## config.mk

```make
export PLATFORM = sky130hd
export DESIGN_NAME = sic4_sequencer_flat
export DESIGN_NICKNAME = d
export VERILOG_FILES = /design/src/rtl/sic4_pkg.sv /design/src/rtl/sic4_sequencer_if.sv /design/src/rtl/sic4_pc_unit.sv /design/src/rtl/sic4_sequencer.sv /design/src/flat_wrapper.sv
export SDC_FILE = /design/constraint.sdc
export NUM_CORES = 1
export LEC_CHECK = 0
export ABC_CLOCK_PERIOD_IN_PS = 1600
export CORE_MARGIN = 2
export CORE_UTILIZATION = 36
export CTS_BUF_LIST = sky130_fd_sc_hd__clkbuf_16
export CTS_CLUSTER_SIZE = 10
export DETAILED_ROUTE_END_ITERATION = 10
export GPL_TIMING_DRIVEN = 0
export PLACE_DENSITY = 0.74
export SYNTH_ARGS = -nofsm -noshare
export SYNTH_HDL_FRONTEND = slang
export SYNTH_SLANG_ARGS = --single-unit
```

## constraint.sdc

```tcl
create_clock -name clk -period 1.6 [get_ports clk]
set_input_delay 0.16 -clock clk [delete_from_list [all_inputs] [get_ports clk]]
set_output_delay 0.16 -clock clk [all_outputs]
set_load 0.02 [all_outputs]
```

## src/rtl/sic4_pkg.sv

```systemverilog
// Shared types and constants for the SIC-4 control path.
package sic4_pkg;

  localparam int                    SIC4_PC_W     = 8;
  localparam logic [SIC4_PC_W-1:0]  SIC4_RESET_PC = 8'h00;

  typedef enum logic [2:0] {
    ST_IDLE   = 3'd0,
    ST_FETCH  = 3'd1,
    ST_DECODE = 3'd2,
    ST_EXEC   = 3'd3,
    ST_WB     = 3'd4,
    ST_HALT   = 3'd5
  } sic4_state_t;

endpackage

```

## src/rtl/sic4_sequencer_if.sv

```systemverilog
// Sequencer-facing bundle: imem handshake, decode flags, datapath controls.
interface sic4_sequencer_if #(
  parameter int PC_W = 8
);
  logic            run;
  logic            imem_ack;
  logic            inst_halt;
  logic            inst_branch;
  logic            inst_wb;
  logic            alu_zero;
  logic [PC_W-1:0] br_target;
  logic [PC_W-1:0] pc;
  logic            imem_req;
  logic            ir_load;
  logic            alu_en;
  logic            reg_we;
  logic            halted;
  logic [2:0]      state;

  modport master (
    input  run, imem_ack, inst_halt, inst_branch, inst_wb, alu_zero, br_target,
    output pc, imem_req, ir_load, alu_en, reg_we, halted, state
  );

  modport slave (
    output run, imem_ack, inst_halt, inst_branch, inst_wb, alu_zero, br_target,
    input  pc, imem_req, ir_load, alu_en, reg_we, halted, state
  );
endinterface

```

## src/rtl/sic4_pc_unit.sv

```systemverilog
// Program counter register; load has priority over increment, wraps modulo 2^PC_W.
module sic4_pc_unit #(
  parameter int              PC_W     = 8,
  parameter logic [PC_W-1:0] RESET_PC = '0
) (
  input  logic            clk,
  input  logic            rst_n,
  input  logic            inc,
  input  logic            load,
  input  logic [PC_W-1:0] load_val,
  output logic [PC_W-1:0] pc
);

  logic [PC_W-1:0] pc_q, pc_d;

  always_comb begin
    pc_d = pc_q;
    if (load) begin
      pc_d = load_val;
    end else if (inc) begin
      pc_d = pc_q + PC_W'(1);
    end
  end

  always_ff @(posedge clk or negedge rst_n) begin
    if (!rst_n) begin
      pc_q <= RESET_PC;
    end else begin
      pc_q <= pc_d;
    end
  end

  assign pc = pc_q;

endmodule

```

## src/rtl/sic4_sequencer.sv

```systemverilog
// SIC-4 multi-cycle sequencer: fetch/decode/exec/wb FSM driving the PC unit.
// Fetch stalls while imem_ack is low; ir_load is the only Mealy output.
module sic4_sequencer
  import sic4_pkg::*;
#(
  parameter int              PC_W     = SIC4_PC_W,
  parameter logic [PC_W-1:0] RESET_PC = SIC4_RESET_PC
) (
  input  logic                 clk,
  input  logic                 rst_n,
  sic4_sequencer_if.master     bus
);

  sic4_state_t state_q, state_d;
  logic        pc_inc;
  logic        pc_load;
  logic        br_taken;

  assign br_taken = bus.inst_branch && bus.alu_zero;

  always_ff @(posedge clk or negedge rst_n) begin
    if (!rst_n) begin
      state_q <= ST_IDLE;
    end else begin
      state_q <= state_d;
    end
  end

  always_comb begin
    state_d     = state_q;
    pc_inc      = 1'b0;
    pc_load     = 1'b0;
    bus.ir_load = 1'b0;
    case (state_q)
      ST_IDLE: begin
        if (bus.run) state_d = ST_FETCH;
      end
      ST_FETCH: begin
        if (bus.imem_ack) begin
          bus.ir_load = 1'b1;
          state_d     = ST_DECODE;
        end
      end
      ST_DECODE: begin
        if (bus.inst_halt) begin
          pc_inc  = 1'b1;
          state_d = ST_HALT;
        end else begin
          state_d = ST_EXEC;
        end
      end
      ST_EXEC: begin
        pc_load = br_taken;
        pc_inc  = !br_taken;
        state_d = bus.inst_wb ? ST_WB : ST_FETCH;
      end
      ST_WB: begin
        state_d = ST_FETCH;
      end
      ST_HALT: begin
        if (bus.run) state_d = ST_FETCH;
      end
      // Unused encodings recover to IDLE.
      default: begin
        state_d = ST_IDLE;
      end
    endcase
  end

  assign bus.imem_req = (state_q == ST_FETCH);
  assign bus.alu_en   = (state_q == ST_EXEC);
  assign bus.reg_we   = (state_q == ST_WB);
  assign bus.halted   = (state_q == ST_HALT);
  assign bus.state    = state_q;

  sic4_pc_unit #(
    .PC_W     (PC_W),
    .RESET_PC (RESET_PC)
  ) u_pc (
    .clk      (clk),
    .rst_n    (rst_n),
    .inc      (pc_inc),
    .load     (pc_load),
    .load_val (bus.br_target),
    .pc       (bus.pc)
  );

endmodule

```

## src/flat_wrapper.sv

```systemverilog
// flat-port wrapper written by rule: the top's interface ports become plain ports
module sic4_sequencer_flat import sic4_pkg::*;
#(
  parameter int              PC_W     = SIC4_PC_W,
  parameter logic [PC_W-1:0] RESET_PC = SIC4_RESET_PC
)
  (clk, rst_n, bus_run, bus_imem_ack, bus_inst_halt, bus_inst_branch, bus_inst_wb, bus_alu_zero, bus_br_target, bus_pc, bus_imem_req, bus_ir_load, bus_alu_en, bus_reg_we, bus_halted, bus_state);
  sic4_sequencer_if #(.PC_W(PC_W)) bus_i ();
  input  logic clk;
  input  logic rst_n;
  input wire logic [$bits(bus_i.run)-1:0] bus_run;
  input wire logic [$bits(bus_i.imem_ack)-1:0] bus_imem_ack;
  input wire logic [$bits(bus_i.inst_halt)-1:0] bus_inst_halt;
  input wire logic [$bits(bus_i.inst_branch)-1:0] bus_inst_branch;
  input wire logic [$bits(bus_i.inst_wb)-1:0] bus_inst_wb;
  input wire logic [$bits(bus_i.alu_zero)-1:0] bus_alu_zero;
  input wire logic [$bits(bus_i.br_target)-1:0] bus_br_target;
  output wire logic [$bits(bus_i.pc)-1:0] bus_pc;
  output wire logic [$bits(bus_i.imem_req)-1:0] bus_imem_req;
  output wire logic [$bits(bus_i.ir_load)-1:0] bus_ir_load;
  output wire logic [$bits(bus_i.alu_en)-1:0] bus_alu_en;
  output wire logic [$bits(bus_i.reg_we)-1:0] bus_reg_we;
  output wire logic [$bits(bus_i.halted)-1:0] bus_halted;
  output wire logic [$bits(bus_i.state)-1:0] bus_state;
  assign bus_i.run = bus_run;
  assign bus_i.imem_ack = bus_imem_ack;
  assign bus_i.inst_halt = bus_inst_halt;
  assign bus_i.inst_branch = bus_inst_branch;
  assign bus_i.inst_wb = bus_inst_wb;
  assign bus_i.alu_zero = bus_alu_zero;
  assign bus_i.br_target = bus_br_target;
  assign bus_pc = bus_i.pc;
  assign bus_imem_req = bus_i.imem_req;
  assign bus_ir_load = bus_i.ir_load;
  assign bus_alu_en = bus_i.alu_en;
  assign bus_reg_we = bus_i.reg_we;
  assign bus_halted = bus_i.halted;
  assign bus_state = bus_i.state;
  sic4_sequencer #(.PC_W(PC_W), .RESET_PC(RESET_PC)) u_core (.clk(clk), .rst_n(rst_n), .bus(bus_i));
endmodule
```

**M1 wires**

(10 px per um) Supply wires on this layer in gray. Cells faint in the background.
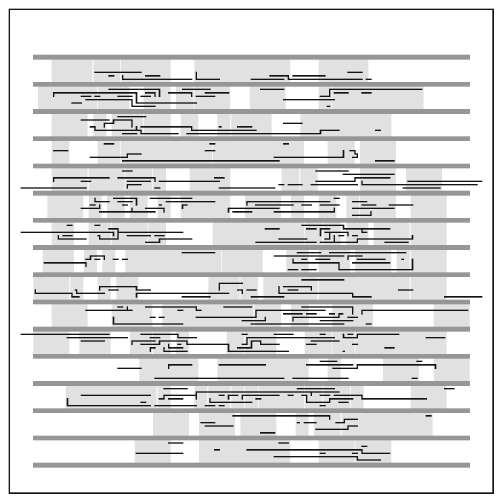
112 nets have wire on it. The layer carries 863 um of wire.
Detailed Route WL: 1960 um
M1 GR Usage: 22.0%
total vias in the final route: 779

**Placed cells, one color a class**

(8 px per um)
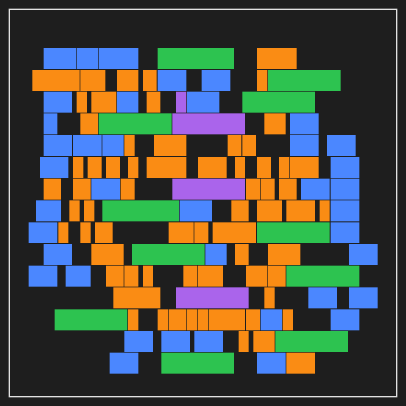
Key: green = flops [cells 11, share of their area 24%]; purple = clock drivers and dummy loads [cells 4, share of their area 6.7%]; orange = combinational and other logic [cells 66, share of their area 38%]; blue = other buffers and delay cells [cells 39, share of their area 32%]

==> qor.yml <==
cellInternalPower_w: 0.00146
global_route.usage.met2_pct: 28.2
worst_ep_arrival_time_ns: 1.68
drt_iter0_markers: 7
reg2reg_depth: 5
grt_start_max_net_pins: 12
postSynthRegisterBits: 11
top_area_share_pct: 39.1
yosysUniqueCellTypes: 33
final_cell_count_no_fill: 145
syn-mean-instance-area_um2: 8.81
globalRoute.busiestLayer: "met2"
path_cells: "buf_6 > nor2b_4 > and4_4 > or4_1 > o221a_2"
most_common_cell: "dfrtp_1"
number_of_enable_flip_flop_cells: 0
wl_per_cell_um: 13.5
gr-total-overflow: 0
fmax_mhz: 643
drt_pass1_iterations: 4
final_core_util_pct: 67.7
totalPowerFinal_w: 0.00247
post-route-worst-setup-slack_ns: 0.0440
power-per-cell-area_nw_per_um2: 2050
yosysSeqAreaShare_pct: 39.1
core_um2: 1780
synth_top_cell_by_area: "dfrtp_1"
clock_tree.buffer_depth: 2
buffer_area_share_pct: 31.3
cts.reportedPaths.clkPinSlew_ns: 0.04
run_status: "completed"
postCtsSetupBuffers: 1
leakagePower_nw: 0.540
top_cell_types_by_occurrence_after_synthesis: "11 x dfrtp_1, 8 x nand2_1, 7 x inv_1, 6 x a21oi_1, 6 x nand3_1"
finalMaxSlewViolations: 0
gp_congestion: 0.787
nNetsFinal: 138
comb_cells: 59
met3_length_um: 139
cpMaxStageDelayCell: "or4_1"
timing.critical_path.to_type: "flip-flop"
comb_power_share_pct: 57.5
floorplan.die.width_um: 48.2
aoi_share_pct: 20.1
netlist_instances: 80
final.hold.worst_slack_ns: 0.282
fp_density_pct: 39.5
clock_insertion_delay_worst_skew_ns: 0.24
number_of_antenna_violations_at_the_first_check_in_global_routing: 0
ys_sh_xor_pct: 0
route.met2.wl_um: 939
critical_path_cell_count: 5
placement.cell_area_um2: 1060
route.top_layer_used: "met4"
yosys-stat-area_um2: 704
yosys_warnings: 0
chipHeight_um: 48.2
hold_buffers: 0
vias_in_the_first_global_route: 682
syn_nets: 97
postRouteAntennaNets: 0
portBuffers: 31
critPathTopFamily: "simple AND/OR/NAND/NOR gates"
report.final.hold_viol_count: 0
insertedDiodeCount: 0
max_stage_delay_ns: 0.46
nNonClkInverters: 7
total_switching_power_w: 0.00101
nNonClkBuffers: 39
largestClassByArea: "combinational gates"
final_area_um2: 1210
worst_flop_to_flop_path_startpoint: "u_core.bus.state[1]"
clock_buffers: 3
p_clk_share_pct: 18.3
dominant_kind_of_combinational_cell: "simple AND/OR/NAND/NOR gates"
post_synth_mux_area_share_pct: 7.10
synth.yosys.num_cells: 80
resized_after_cts: 13
clockRootBuffer: "clkbuf_16"
clockNetworkAreaShare_pct: 6.53
fin_setup_tns_ns: 0
final_period_minus_worst_setup_slack_ns: 1.56
pin_count: 32
ir_drop_uv: 1040
power-top-group: "combinational logic"
n_tap_cell: 25
die_area_um2: 2330
seq_power_share_pct: 24.1
worst_pin_slew_ns: 0.550
route.detailed.drc: 0
hold_class: "in2async"
timing.slew.headroom_pct: 63.2
logic_area_um2: 415
No activity file was given, so power comes from the tool's default toggle rates.
